Design fifo_uart_tx, sky130hd; sources not shown.
==> images/sizing.png <==
Scale bar: 20 um.
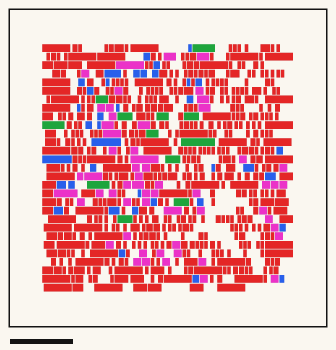
colour	size	cells	share
magenta	x3 and x4	57	8.5%
green	x6 and larger	12	1.8%
red	x1 and smaller	564	84%
blue	x2	37	5.5%
cell area after layout: 0.00479 sq mm
Setup WS post-layout: 0.0936 ns
layout overhead on the synthesized area: 25.2%
Buffers, non-clock: 78

==> images/m3.png <==
Scale bar: 20 um.
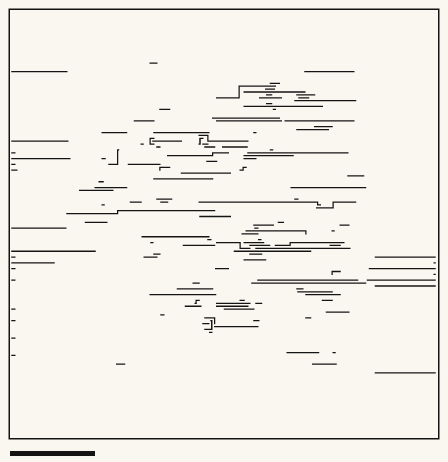
share of all routed wire	7.7%
nets with wire on the layer	101
wire length on this layer	923 um
longest straight run	27.8 um
Via Count: 4304
M3 GR Usage: 4.25%
DRT Wirelength: 12000 um

==> images/m4.png <==
Supply wires on this layer in grey.
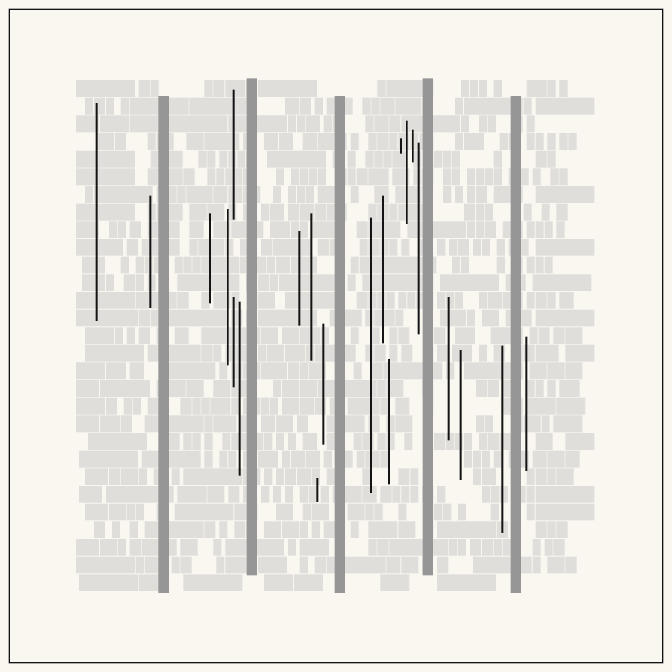
longest straight run	42.2 um
main direction	vertical
share of all routed wire	3.6%

==> out/results.txt <==
status = finished clean
Synth top area share = 32.1%
Sw Pwr = 0.000465 W
H-tree Lvls = 2
Syn Nets = 630
clock group share of total power = 38.1%
Worst Skew = 0.00574 ns
max reg flops = 17
chip area in the Yosys report = 0.00382 sq mm
die height = 101 um
RSZ-0062 raised after global routing = true
cycle use final = 95.3%
Die Area = 0.0101 sq mm
most used flip-flop cell = dfrtp_1
Fmax = 525 MHz
clk buf depth = 2
crit path max fanout = 5
top cells, area = dfrtp_1 (32%), nand2_1 (17%), nor2_1 (9.4%)
Residual DRC = 0
logic area = 0.00229 sq mm
row count = 29
ANT cells = 0
Worst VDD drop = 0.312 mV
post-synth cell types = 39
Hold Crit Class = input port to asynchronous set/reset pin
nets = 703
Final Critical Period = 1.91 ns
CTS tree = yes
Pwr Density = 406 mW/mm^2
Overflow after GRT = 0
FP Util = 60.6%
drt wl/cell = 16.1 um
Static Leak = 2.48 nW
fillers = 521
Setup violations, final = 0
top cells by count = nand2_1 (176), nor2_1 (96), inv_1 (74), dfrtp_1 (49), nand3_1 (48)
post-synth top area cell = dfrtp_1
Worst-Margin Slew = 0.676 ns
CP endpoint kind = flip-flop
Final Power = 0.00194 W
chip width = 101 um
Crit Path Class = flip-flop to flip-flop
DR iter-0 viols = 329
Worst-path clk slew = 0.10 ns
first-pass GRT wire length = 18700 um
number of global-route vias before repair = 3982
Critical Path AT = 2.13 ns
max cap viols = 0
Ys Warns = 0
io pins = 32
Inserted Clock Buffers = 5
CTS root buffer = clkbuf_8
sw frac = 23.9%
core area = 0.00631 sq mm
antenna viol nets, final = 0
Clock Sinks = 50
Combinational Power Share = 9.9%
max_slew headroom = 54.9%
sequential power share = 52.0%
R2R depth = 12
drt first pass iters = 5
most frequent cell after synthesis = nand2_1
==> worst max-delay path, cell delays in order, from the launching register on <==
cell and delay [ns]:
dfrtp_1 0.42, inv_2 0.10, ha_4 0.15, inv_2 0.05, nor2_4 0.09, nand3_1 0.09, inv_2 0.09, nand2_4 0.09
buf_6 0.14, nor2_4 0.18, buf_6 0.13, nand2_1 0.07, a31oi_1 0.22
==> placed cells by master (no fill, tap or decap), drive strengths merged <==
| cell type | instances |
|---|---|
| nand2 | 182 |
| nor2 | 103 |
| inv | 77 |
| dfrtp | 49 |
| buf | 49 |
| nand3 | 48 |
| o21ai | 44 |
| dlymetal6s2s | 16 |
| xor2 | 15 |
| a21oi | 15 |
| nand4 | 13 |
| clkdlybuf4s50 | 12 |
| o211ai | 8 |
| nor3 | 7 |
| clkbuf | 6 |
| ha | 6 |
| a31oi | 3 |
| nor4 | 2 |
| xnor2 | 2 |
| o22ai | 2 |
| or2 | 2 |
| clkinv | 1 |
| o21bai | 1 |
| nor3b | 1 |
| a22oi | 1 |
| a21o | 1 |
| clkinvlp | 1 |
| bufinv | 1 |
| dlygate4sd2 | 1 |
| dfstp | 1 |
==> routing by layer <==
metal	global-route usage, %	vias up	routed length (um)
li1	-	2039	-
met1	28.3	1999	4940
met2	38.7	219	5720
met3	4.25	47	922
met4	7.61	0	431
met5	0	-	0
==> power groups by stage <==
stage / sequential [W] / clock, W / combinational [W]
finish: 0.00101 / 0.000741 / 0.000192
global route: 0.00101 / 0.000780 / 0.000206
global placement: 0.00103 / 0 / 0.000185
floorplan: 0.00103 / 0 / 0.0000380
detailed placement: 0.00103 / 0 / 0.000186
CTS: 0.00101 / 0.000745 / 0.000189
==> cells by family (layout without fill, tap and decap cells) <==
kind of cell | count (synthesis) | after routing | synth area share [%]
and+or+nand+nor | 358 | 358 | 39.8
buffers and inverters | 90 | 164 | 9.94
AOI/OAI and AO/OA | 75 | 75 | 11.6
DFF | 50 | 50 | 32.7
xor gates and xnor gates | 17 | 17 | 3.89
adders and majority gates | 6 | 6 | 1.96
==> repair_timing <==
action	in CTS	in global routing
setup endpoints to repair	23	25
pin swaps	7	14
endpoints found under the hold margin	0	0
buffers inserted	2	4
resized	15	39
==> per-stage QoR <==
step	TNS (ns)	setup slack (ns)	utilization (%)	cells	hold WS, ns
4_1_cts	0	0.107	73.6	743	0.131
6_report	0	0.0936	75.8	747	0.111
5_1_grt	-0.00188	-0.00188	75.8	747	0.137
2_1_floorplan	0	0.243	-	596	-0.0956
3_5_place_dp	-2.12	-0.316	70.8	733	0.468
3_3_place_gp	-1.26	-0.213	70.8	733	0.466
==> area by class of cell <==
class | count | area share [%]
inverter | 78 | 6.17
tap | 77 | 2.01
multi-input combinational | 456 | 47.8
sequential | 50 | 26.2
timing repair buffer | 78 | 15.5
clock inverter | 2 | 0.784
clock buffer | 6 | 1.52
Power and IR drop assume default switching activity.
